### Metal 1, run 1

Supply wires on this layer in gray.
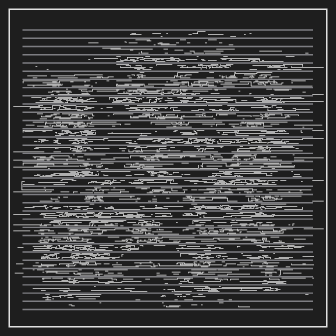
### Met2 routing, run 1

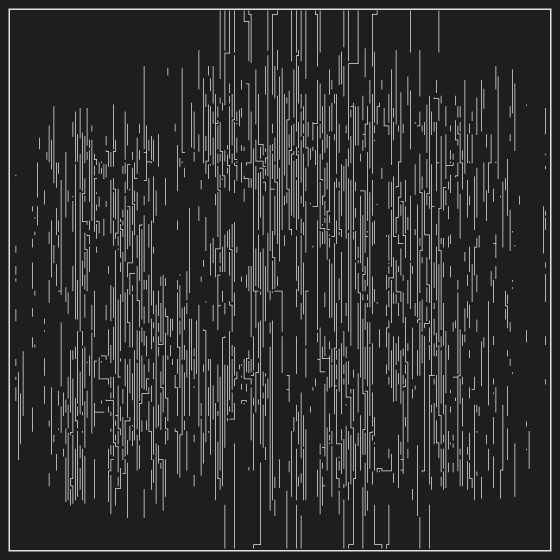
### The metal 3 layer, run 1

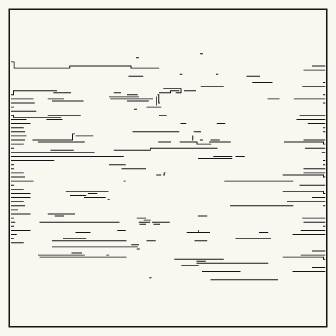
### Signal wires on met4, run 1

Scale bar: 20 um. Supply wires on this layer in gray. Cells faint in the background.
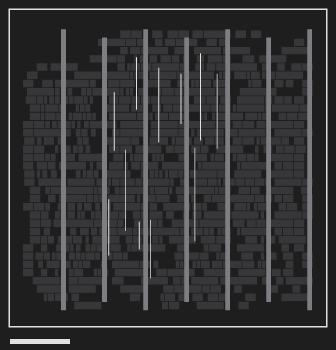
===== src/rtl/fft_ram_pkg.sv =====
// Shared constants and state encoding for the FFT RAM frame reader.
package fft_ram_pkg;

    localparam int DEF_ADDR_WIDTH = 11;
    localparam int DEF_DATA_WIDTH = 32;

    typedef enum logic [1:0] {
        ST_IDLE  = 2'd0,
        ST_READ  = 2'd1,
        ST_DRAIN = 2'd2
    } rd_state_t;

endpackage


===== src/rtl/fft_skid_fifo.sv =====
// Two-entry registered FIFO between the RAM read port and the output stream.
module fft_skid_fifo #(
    parameter int WIDTH = 33
) (
    input  logic             clk,
    input  logic             rst_n,
    input  logic             flush,
    input  logic             push,
    input  logic [WIDTH-1:0] push_data,
    input  logic             pop,
    output logic [WIDTH-1:0] head_data,
    output logic             head_valid,
    output logic [1:0]       count
);

    logic [WIDTH-1:0] mem0;
    logic [WIDTH-1:0] mem1;

    assign head_data  = mem0;
    assign head_valid = (count != 2'd0);

    // mem0 is always the head; the writer never pushes into a full FIFO
    always_ff @(posedge clk or negedge rst_n) begin
        if (!rst_n) begin
            mem0  <= '0;
            mem1  <= '0;
            count <= 2'd0;
        end else if (flush) begin
            count <= 2'd0;
        end else begin
            unique case ({push, pop})
                2'b11: begin
                    if (count == 2'd2) begin
                        mem0 <= mem1;
                        mem1 <= push_data;
                    end else begin
                        mem0 <= push_data;
                    end
                end
                2'b01: begin
                    mem0  <= mem1;
                    count <= count - 2'd1;
                end
                2'b10: begin
                    if (count == 2'd0) begin
                        mem0 <= push_data;
                    end else begin
                        mem1 <= push_data;
                    end
                    count <= count + 2'd1;
                end
                default: begin
                end
            endcase
        end
    end

endmodule


===== src/rtl/fft_ram_reader.sv =====
// Streams one frame of words from a synchronous-read RAM onto a valid/ready
// interface, throttling reads so the skid FIFO can never overflow.
module fft_ram_reader
    import fft_ram_pkg::*;
#(
    parameter int ADDR_WIDTH = DEF_ADDR_WIDTH,
    parameter int DATA_WIDTH = DEF_DATA_WIDTH
) (
    input  logic                  rd_clk,
    input  logic                  rd_rst_n,
    input  logic                  start,
    input  logic [ADDR_WIDTH-1:0] start_addr,
    input  logic [ADDR_WIDTH:0]   frame_len,
    input  logic                  abort,
    output logic [ADDR_WIDTH-1:0] ram_rd_addr,
    input  logic [DATA_WIDTH-1:0] ram_rd_data,
    output logic [DATA_WIDTH-1:0] m_data,
    output logic                  m_valid,
    input  logic                  m_ready,
    output logic                  m_last,
    output logic                  busy,
    output logic                  done
);

    localparam logic [ADDR_WIDTH:0] MAX_LEN = {1'b1, {ADDR_WIDTH{1'b0}}};
    localparam logic [ADDR_WIDTH:0] ONE_LEN = {{ADDR_WIDTH{1'b0}}, 1'b1};
    localparam logic [ADDR_WIDTH-1:0] ADDR_ONE = {{(ADDR_WIDTH-1){1'b0}}, 1'b1};

    rd_state_t           state;
    logic [ADDR_WIDTH:0] remaining;
    logic [ADDR_WIDTH:0] len_clamped;
    logic                inflight;
    logic                inflight_last;
    logic [1:0]          fifo_count;
    logic [2:0]          occupancy;
    logic [2:0]          limit;
    logic                pop;
    logic                issue;
    logic                last_pop;
    logic [DATA_WIDTH:0] head;

    assign len_clamped = (frame_len > MAX_LEN) ? MAX_LEN : frame_len;

    assign pop      = m_valid && m_ready;
    assign last_pop = pop && m_last;

    // A read is issued on the edge where the RAM samples ram_rd_addr;
    // its word lands on ram_rd_data for exactly one cycle after that.
    assign occupancy = {1'b0, fifo_count} + {2'b00, inflight};
    assign limit     = 3'd2 + {2'b00, pop};
    assign issue     = (state == ST_READ) && (occupancy < limit) && !abort;

    assign m_data = head[DATA_WIDTH-1:0];
    assign m_last = head[DATA_WIDTH];

    always_ff @(posedge rd_clk or negedge rd_rst_n) begin
        if (!rd_rst_n) begin
            state         <= ST_IDLE;
            ram_rd_addr   <= '0;
            remaining     <= '0;
            inflight      <= 1'b0;
            inflight_last <= 1'b0;
            busy          <= 1'b0;
            done          <= 1'b0;
        end else begin
            done <= 1'b0;
            if (abort) begin
                state         <= ST_IDLE;
                remaining     <= '0;
                inflight      <= 1'b0;
                inflight_last <= 1'b0;
                busy          <= 1'b0;
            end else begin
                inflight      <= issue;
                inflight_last <= issue && (remaining == ONE_LEN);
                unique case (state)
                    ST_IDLE: begin
                        if (start) begin
                            ram_rd_addr <= start_addr;
                            remaining   <= len_clamped;
                            if (len_clamped == '0) begin
                                done <= 1'b1;
                            end else begin
                                state <= ST_READ;
                                busy  <= 1'b1;
                            end
                        end
                    end
                    ST_READ: begin
                        if (issue) begin
                            ram_rd_addr <= ram_rd_addr + ADDR_ONE;
                            remaining   <= remaining - ONE_LEN;
                            if (remaining == ONE_LEN) begin
                                state <= ST_DRAIN;
                            end
                        end
                    end
                    ST_DRAIN: begin
                        if (last_pop) begin
                            state <= ST_IDLE;
                            busy  <= 1'b0;
                            done  <= 1'b1;
                        end
                    end
                    default: begin
                        state <= ST_IDLE;
                    end
                endcase
            end
        end
    end

    fft_skid_fifo #(
        .WIDTH(DATA_WIDTH + 1)
    ) u_fifo (
        .clk       (rd_clk),
        .rst_n     (rd_rst_n),
        .flush     (abort),
        .push      (inflight && !abort),
        .push_data ({inflight_last, ram_rd_data}),
        .pop       (pop),
        .head_data (head),
        .head_valid(m_valid),
        .count     (fifo_count)
    );

endmodule

===== config.mk =====
export PLATFORM = sky130hd
export DESIGN_NAME = fft_ram_reader
export DESIGN_NICKNAME = d
export VERILOG_FILES = /design/src/rtl/fft_ram_pkg.sv /design/src/rtl/fft_skid_fifo.sv /design/src/rtl/fft_ram_reader.sv
export SDC_FILE = /design/constraint.sdc
export NUM_CORES = 1
export LEC_CHECK = 0
export CAP_MARGIN = 10
export CORE_MARGIN = 4
export CORE_UTILIZATION = 56
export DETAILED_ROUTE_END_ITERATION = 12
export PLACE_DENSITY = 0.89
export SLEW_MARGIN = 15
export SYNTH_ARGS = -nofsm -noshare
export SYNTH_HDL_FRONTEND = slang
export SYNTH_SLANG_ARGS = --single-unit

===== constraint.sdc =====
create_clock -name rd_clk -period 5.3 [get_ports rd_clk]
set_input_delay 1.59 -clock rd_clk [delete_from_list [all_inputs] [get_ports rd_clk]]
set_output_delay 1.59 -clock rd_clk [all_outputs]
set_load 0.03 [all_outputs]

==> results.toml, run 1 <==
# physical design summary
[run_status]
outcome = "completed"

[cells_and_area]
lay_top_cells = "clkdlybuf4s50_1, dfrtp_1, nand2_1, mux2_2, a21o_1"
logic_gate_count = 382
drive_gt1_share_pct = 11.5

[grt]
grt_start_max_net_pins = 63
grt_pass1_wl_um = 22100
gr-usage-met2_pct = 40.5
grt_busiest_layer = "met2"

[pwr]
ir_drop_uv = 268
power_switching_mw = 1.27
maxPowerGroup = "combinational cells"

[route]
drt-initial-drc-count = 346
viasPerCell = 6.57
final_antenna_net_count = 0

[yosys]
xor_share_pct = 0.839
synth.area.top_cells = "dfrtp_1, mux2_2, nand2_1"
syn-instance-count = 534

[setup_path]
regToRegSetupSlack_ps = 2680
timing.rr.end = "remaining[7]"
crit_fanout = 36

[floorplan]
io_pins = 107

[sta]
finClkSkew_ps = 12.3
slew_viol_final = 0

[placement]
dp_slack_ps = 937

[clock_network]
post_cts_buffers = 0
About 'Metal 1':
share of all routed wire: 40%
nets with wire on the layer: 599
main direction: horizontal

About 'Met2 routing':
nets with wire on the layer: 614
main direction: vertical
longest straight run: 40.8 um
share of all routed wire: 49%
wire length on this layer: 6520 um

About 'The metal 3 layer':
nets with wire on the layer: 135
main direction: horizontal
longest straight run: 37.0 um
share of all routed wire: 8.8%
wire length on this layer: 1160 um

About 'Signal wires on met4':
share of all routed wire: 1.8%
longest straight run: 30.6 um
main direction: vertical
Via Count: 4775
final WL: 13300 um

==> run 1: critical path: stages <==
cell	delay (ps)
clkdlybuf4s50_1	760
nor2b_1	210
ha_2	800
buf_4	430
a221oi_1	100
a311oi_1	320
a21o_1	120
==> run 1: how the worst min path moves through the flow <==
stage	startpoint	to	slack, ps
after floorplan	remaining[9]	remaining[9]	460
after global placement	u_fifo.head_data[16]	u_fifo.head_data[16]	460
after detailed placement	u_fifo.head_data[6]	u_fifo.head_data[6]	470
after CTS	u_fifo.head_data[25]	u_fifo.head_data[25]	490
after global routing	u_fifo.head_data[6]	u_fifo.head_data[6]	490
final	u_fifo.head_data[1]	u_fifo.head_data[1]	480
==> run 1: routing by layer <==
layer	vias up	part of all wire, %
met5	-	0
met4	0	1.8
met3	26	8.8
met2	246	49
met1	2333	40
li1	2170	-
## Run 2: what changed since run 1
--- a/config.mk
+++ b/config.mk
@@ -7,9 +7,9 @@
 export LEC_CHECK = 0
 export CAP_MARGIN = 10
 export CORE_MARGIN = 4
-export CORE_UTILIZATION = 56
+export CORE_UTILIZATION = 47
 export DETAILED_ROUTE_END_ITERATION = 12
-export PLACE_DENSITY = 0.89
+export PLACE_DENSITY = 0.8
 export SLEW_MARGIN = 15
 export SYNTH_ARGS = -nofsm -noshare
 export SYNTH_HDL_FRONTEND = slang
==> constraint.sdc (replaced) <==
create_clock -name rd_clk -period 3.2 [get_ports rd_clk]
set_input_delay 0.96 -clock rd_clk [delete_from_list [all_inputs] [get_ports rd_clk]]
set_output_delay 0.96 -clock rd_clk [all_outputs]
set_load 0.03 [all_outputs]
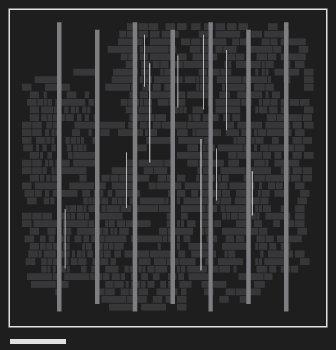
*Signal wires on met4, run 2*
Scale bar: 20 um. Supply wires on this layer in gray. Cells faint in the background.
longest straight run: 46.9 um
nets with wire on the layer: 8
share of all routed wire: 1.8%
Via Count: 4751
final WL: 13700 um

==> run 2 against run 1 <==
Largest power group unchanged; power rose by 68%; critical path type unchanged; utilization fell by 12 points; combinational power rose by 68%; design area rose by 2.2%.
==> results.toml, run 2 <==
# physical design summary
[run_status]
outcome = "completed"

[cells_and_area]
syn2layout_area_growth_pct = 27.5
logic_gate_count = 382
drive_gt1_share_pct = 12.7
fillers = 911
final_nets = 691

[sta]
slew_viol_final = 0
rsz0062_at_grt = "no"
fin_crit_ps = 2630
finalCritPeriodShare_pct = 82.3

[setup_path]
arrival_ps = 2950
cpPeakStageDelay_ps = 690
path_depth = 7
critPathBufInv = 2
cp_top_family = "buffers and inverters"
crit_fanout = 28
regToRegSetupSlack_ps = 690
worstPathCellList = "clkdlybuf4s50_1, nor2b_1, ha_2, buf_4, a221oi_1, a311oi_1, a21o_1"
cp_slowest_cell = "ha_2"
timing.rr.end = "remaining[11]"

[clock_network]
post_cts_buffers = 0
postCtsHoldBufs = 0
insertion_delay_ps = 380

[route]
drt-initial-drc-count = 362
viasPerCell = 6.19
routedWlPerCell_um = 17.8
final_antenna_net_count = 0

[yosys]
synth.area.top_cells = "dfrtp_1, mux2_2, nand2_1"
xor_share_pct = 0.839
ys_sh_mux_pct = 7.52

[hold_path]
whs_endpoint = "u_fifo.head_data[14]"
min_from = "u_fifo.head_data[14]"

[pwr]
p_leak_nw = 2.94
ir_drop_uv = 383

[floorplan]
io_pins = 107
fp.dieW_um = 113

[placement]
dp_slack_ps = 165

[grt]
grt_pass1_wl_um = 22800
run 2: cell types whose count changed in the layout (fill, tap and decap cells not counted), sizes merged:
cell / delta
inv: +4
buf: +8
clkbuf: -1
clkinvlp: -2
run 2: routing by layer:
metal	up-vias	track usage (%)	wire length, um
li1	2191	-	-
met1	2340	28.7	5860
met2	198	35.1	6620
met3	22	4.83	931
met4	0	8.25	248
met5	-	0	0
run 2: metrics by stage:
step / hold slack, ps / util, % / total power [mW]
detailed placement: 467 / 59.6 / 4.44
CTS: 489 / 61.4 / 5.28
global placement: 458 / 59.6 / 4.34
global route: 503 / 61.4 / 5.58
floorplan: 457 / - / 3.48
finish: 482 / 61.4 / 5.25
run 2: where the power goes:
part | switching [mW] | internal, mW
clock | 0.459 | 0.375
combinational | 1.33 | 1.07
sequential | 0.360 | 1.65
## Run 3: what changed since run 2
--- a/config.mk
+++ b/config.mk
@@ -7,9 +7,9 @@
 export LEC_CHECK = 0
 export CAP_MARGIN = 10
 export CORE_MARGIN = 4
-export CORE_UTILIZATION = 47
+export CORE_UTILIZATION = 52
 export DETAILED_ROUTE_END_ITERATION = 12
-export PLACE_DENSITY = 0.8
+export PLACE_DENSITY = 0.84
 export SLEW_MARGIN = 15
 export SYNTH_ARGS = -nofsm -noshare
 export SYNTH_HDL_FRONTEND = slang
==> constraint.sdc (replaced) <==
create_clock -name rd_clk -period 2.5 [get_ports rd_clk]
set_input_delay 0.75 -clock rd_clk [delete_from_list [all_inputs] [get_ports rd_clk]]
set_output_delay 0.75 -clock rd_clk [all_outputs]
set_load 0.03 [all_outputs]
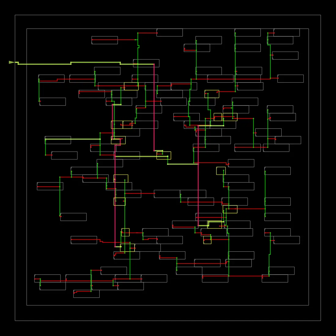
*Clock nets, run 3*
CTS Buf Count: 9
clk_lat worst skew: 370 ps

==> run 3 against run 2 <==
Hold slack worse by 130 ps; sequential share of layout area decreased by 0.88 points; sequential cell count stayed put; first-iteration DRC count is 12% higher; die size fell by 9.0%; critical endpoint is now m_valid.
==> results.toml, run 3 <==
# physical design summary
[sta]
rsz0062_at_grt = "no"
fin_crit_ps = 2440
hold_slack_ps = 356

[pwr]
combPwrFrac_pct = 47.5
power_mw = 6.78
p_clk_uw = 989
p_leak_nw = 3.02
comb-power_mw = 3.22
maxPowerGroup = "combinational cells"
pg_seq_mw = 2.57
p_int_mw = 3.97

[route]
drt-initial-drc-count = 405
viasPerCell = 6.30
vias = 4870
met2_length_um = 6830
wl_met1_um = 5850
dr_wl_met3_um = 1130

[floorplan]
fp.dieW_um = 108
io_pins = 107

[run_status]
outcome = "completed"

[cells_and_area]
final_nets = 703
drive_gt1_share_pct = 14.8

[grt]
gr-usage-met2_pct = 40.7
grt_pass1_wl_um = 23200

[yosys]
ys_sh_mux_pct = 7.52

[clock_network]
post_cts_buffers = 0

[setup_path]
crit_fanout = 6
run 3: worst min path at each step:
stage,startpoint,to,slack [ps]
global route,rd_rst_n,u_fifo.head_data[16],380
finish,rd_rst_n,u_fifo.head_data[27],360
detailed placement,u_fifo.head_data[17],u_fifo.head_data[17],460
CTS,rd_rst_n,u_fifo.mem1[16],360
floorplan,rd_rst_n,busy,450
global placement,u_fifo.head_data[23],u_fifo.head_data[23],460
run 3: logic make-up after synthesis:
family                     Yosys count
AOI/OAI and AO/OA                  175
and+or+nand+nor                    159
DFF                                 97
buffers and inverters               55
muxes                               35
adders and majority gates            8
xor gates and xnor gates             5
run 3: worst max-delay path, cell delays in order (launching register included):
cell and delay (ps):
dfrtp_1 450, nor2_1 210, inv_2 70, clkdlybuf4s50_1 590
Power and IR drop assume default switching activity.
